==> config.mk <==
export PLATFORM = sky130hd
export DESIGN_NAME = e_clk_window_gen
export DESIGN_NICKNAME = d
export VERILOG_FILES = /design/src/rtl/e_clk_pkg.sv /design/src/rtl/e_clk_window_ch.sv /design/src/rtl/e_clk_window_gen.sv
export SDC_FILE = /design/constraint.sdc
export NUM_CORES = 1
export LEC_CHECK = 0
export CAP_MARGIN = 40
export CORE_MARGIN = 2
export CORE_UTILIZATION = 30
export CTS_CLUSTER_DIAMETER = 200
export DETAILED_ROUTE_END_ITERATION = 8
export PLACE_DENSITY = 0.52
export SLEW_MARGIN = 15
export SYNTH_ARGS = -nofsm -noshare
export SYNTH_HDL_FRONTEND = slang
export SYNTH_SLANG_ARGS = --single-unit
==> constraint.sdc <==
create_clock -name i_clk -period 2.15 [get_ports i_clk]
set_clock_uncertainty 0.15 [all_clocks]
set_input_delay 0.3225 -clock i_clk [delete_from_list [all_inputs] [get_ports i_clk]]
set_output_delay 0.3225 -clock i_clk [all_outputs]
set_load 0.01 [all_outputs]
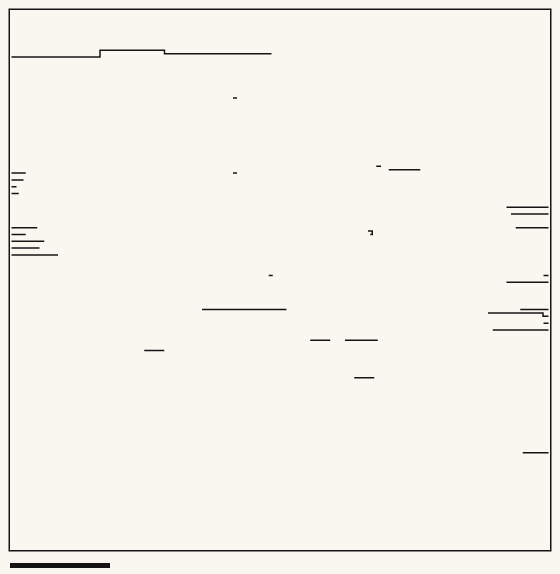
*M3 wires*
Scale bar: 20 µm.
longest straight run: 21.2 µm
nets with wire on the layer: 28
main direction: horizontal
wire length on this layer: 195 µm
wire length after detailed routing: 8230 µm
GR met3 Demand/Resource: 2.30%

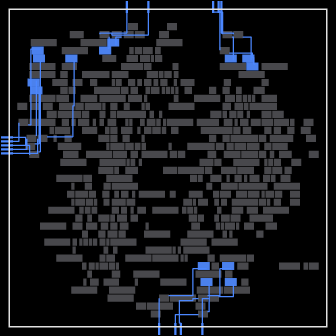
*I/O nets highlighted*
[i_fall_hold] blue | bits: 14 | direction: input | edge: 5 top, 5 left, 4 bottom | end cells: 14 | buffers: 14 | wire: 404 µm
I/O pin count: 37
# port buffers: 36

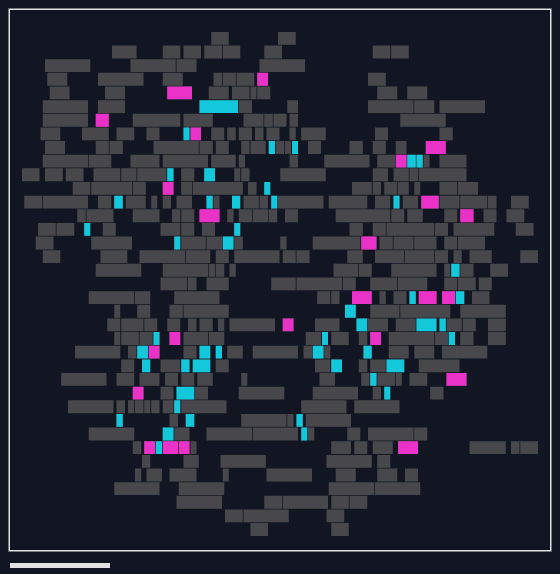
*Logic cells by family*
Scale bar: 20 µm.
[AND and OR gates] magenta | cells: 24
[NAND gates] cyan | cells: 48 | most used: nand2_1
proportion of cell area occupied by multi-input gates: 43.2%
final standard cell count with taps included and fillers excluded: 545
top logic cell by instance count in the layout: buf_4

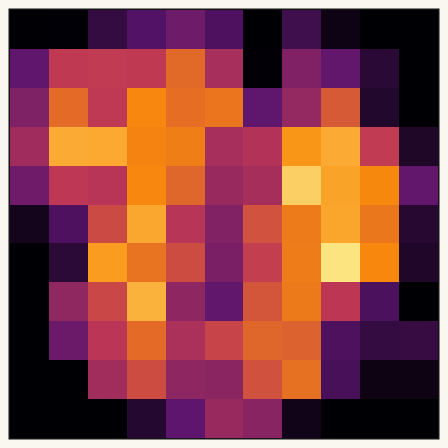
*Cell area per tile*
11 x 11 tiles, from black (low) to pale yellow (high), 0 to 100% covered.
mean over tiles: 38%
emptiest ninth of the die: bottom right
tiles over 75% full: 9.1%
nearly empty tiles: 17%
densest ninth of the die: right middle
end-of-flow core utilization: 44.4%
placeable core region: 0.0104 mm²
starting density of the core: 31.1%

==> metrics.csv <==
stage,metric,value,unit
status,run_status,"finished, violations left",
status,failing_checks,negative setup slack,
run,maxCapViolations,0,
synth,synthTopCellsByArea,"dfrtp_1, mux2_2, mux2i_1, nand2_1, o21ai_0",
final_timing,totalNegativeSetupSlack,-0.158,ns
grt,use_met2,24.1,%
critical_path,required_time_reported_for_the_critical_path_endpoint,2.24,ns
layout,flow.area_growth_from_synthesis,42.9,%
power_and_ir_drop,clock_share_of_power,18.0,%
cts,clock_latency,0.31,ns
final_timing,finalClockPeriodUsage,103,%
critical_path,critical_path_peak_fanout,4,
power_and_ir_drop,power.share.combinational,45.3,%
place,gp_congestion,0.821,
power_and_ir_drop,sw_frac_of_total,35.5,%
layout,final.signal_buffer_count,105,
synth,synth_cells,314,
grt,global_route.peak_usage_layer,met2,
synth,synth.cells.most_frequent,"dfrtp_1, nand2_1, mux2_2",
synth,postSynthRegisterBits,55,
critical_path,timing.setup.critical_path_class,reg -> reg,
power_and_ir_drop,netSwitchingPower,1460,µW
grt,grt_first_pass_wirelength,13400,µm
critical_path,timing.critical_path.arrival,2.30,ns
worst_hold_path,classification_of_the_worst_slack_hold_path,reg -> reg,
synth,yosysChipArea,0.00322,mm²
floorplan,chipHeight,108,µm
layout,final_net_count,444,
drt,routedWlPerCell,15.1,µm
place,dp.final_hpwl,5790,µm
synth,synth-async-reset-ratio,100,%
final_timing,timing_hold_violations_final,0,
layout,num-clock-buffers,6,
power_and_ir_drop,power_density,891,mW/mm²
grt,track_usage,14.4,%
cts,clkSinkCount,55,
place,placed_cells_incl_taps,527,
grt,vias_in_the_first_global_route,2723,
synth,synth.cell_area,0.00322,mm²
synth,post-synth-top-count-cell,dfrtp_1,
worst_hold_path,whs_path_depth,0,
cts,tritoncts_clock_tree,built,
drt,drtIter0Drc,113,
synth,ff_type,dfrtp_1,
floorplan,std_cell_rows,37,
floorplan,chip_area,0.0116,mm²
floorplan,die-width,108,µm
layout,sequential_fraction_of_total_cell_area,30.0,%
synth,post_synth.cell_area_avg,10.3,µm²
final_timing,final_setup_violations,3,
layout,count_of_inverters_not_on_the_clock_network_in_the_layout,7,
grt,grt_antenna_before_repair,0,
cts,cts.htree.levels,2,
cts,clkTransAtPathRegs,0.11,ns
final_timing,finalWorstSetupSlack,-0.0653,ns
grt,global_route.overflow_total,0,
layout,final_layout_size_suffix_gt1_share,39.4,%
power_and_ir_drop,internal_cell_power,2650,µW
drt,met3_wire_length,194,µm
layout,non_clock_buffer_area_share,19.8,%
synth,synth_stat.cells,314,
layout,multi_input_gates,234,
layout,largest_class,logic gates,
power_and_ir_drop,max-vdd-ir-drop,0.436,mV
power_and_ir_drop,power.share.sequential,36.7,%
synth,ys_types,73,
drt,avgViaCountPerCell,4.99,
layout,filler_cell_count,1010,
layout,insertedDiodeCount,0,
synth,synth_top_area_share,42.7,%
place,pre_cts_slack,-0.373,ns
final_timing,timing_max_transition_violations_final,0,
drt,route.met2.wl,4090,µm
cts,cts_buffer_depth,2,
grt,grt_max_degree,56,
drt,antenna_left,0,
critical_path,r2r_slack,-0.07,ns
synth,enable_flop_cells,0,
layout,mi_logic_area,0.00199,mm²
critical_path,critPathCaptureType,flip-flop,
layout,design.seq.count,55,
critical_path,worst_setup_path_start_kind,flip-flop,
synth,synth_seq_share,42.7,%
final_timing,grt_setup_unrepaired,true,
final_timing,achievable-frequency,451,MHz
run,tally_of_openroad_warnings,29,
drt,detailed_routing_wirelength_on_met1,3850,µm
drt,via_count,2722,
synth,yosysTopAreaCell,dfrtp_1,
layout,final_instance_area,0.00461,mm²
power_and_ir_drop,total_power,4100,µW
final_timing,finalCriticalPeriod,2.22,ns
synth,net_count_of_the_mapped_netlist,350,
place,dpl-instance-area,0.00413,mm²
grt,grtUsageMet1,19.2,%
final_timing,hold_ws,0.210,ns
layout,clkCellAreaFrac,2.55,%
critical_path,rr_worst_depth,8,
drt,drt_first_pass_iters,4,
floorplan,tap-cell-count,136,
cts,cts_buffers,5,
synth,yosysWarnings,0,
power_and_ir_drop,total_leakage_power,0.00189,µW
drt,drt_drc_violations_left,0,
drt,highest-signal-layer,met4,
cts,ctsRootBufferMaster,clkbuf_8,
layout,seq_area,0.00138,mm²
[layout by cell type (no fill, tap or decap), types with 3 or more instances in the layout]
cell type	synthesis	final
mux2_4	2	6
o21ai_0	16	10
mux2i_1	16	9
mux2i_4	0	4
nor3_1	10	8
clkdlybuf4s50_1	0	34
o21ai_1	2	6
clkbuf_8	0	6
buf_6	2	4
inv_2	3	3
or4_1	5	3
mux2_2	23	19
dfrtp_1	55	52
nand2_2	0	4
nand3_1	10	9
and3_1	3	3
xor2_1	6	6
buf_4	2	62
nand3_2	2	3
a21oi_1	12	11
nand4_1	3	3
inv_1	3	3
xnor2_1	8	7
or4_4	2	4
or2_2	4	4
dfrtp_2	0	3
mux2i_2	0	3
nor2_1	21	21
nand2_1	30	25
[power by group through the flow]
stage	clock network (µW)	registers [µW]	logic, µW
final	740	1510	1860
after detailed placement	0	1480	1540
after global placement	0	1480	1510
after CTS	761	1480	1630
after global routing	796	1540	2020
after floorplan	0	1430	1020
[cell families after synthesis]
family | count (synthesis) | share of synthesized area (%)
multiplexers | 41 | 13.9
AND-OR/OR-AND | 65 | 15.9
flip-flops | 55 | 42.7
adder cells (fa/ha/maj) | 3 | 1.16
AND/OR/NAND/NOR | 110 | 18.4
other | 1 | 0.116
buffers and inverters | 25 | 3.96
XOR/XNOR | 14 | 3.80
[what timing repair did]
item	in CTS	in global routing
gates resized	16	44
hold buffers	1	0
endpoints found under the setup margin	11	19
pin swaps	11	15
setup buffers	4	6
endpoints found under the hold margin	55	0
[worst max-delay path, cell delays in order (launching register included)]
cell and delay (ns):
dfrtp_2 0.46, mux2_4 0.33, mux2i_4 0.19, ha_4 0.19, nand2_4 0.05, o32ai_4 0.36, nand3_1 0.14, xor2_1 0.16
o21ai_1 0.12
No activity file was given, so power comes from the tool's default toggle rates.
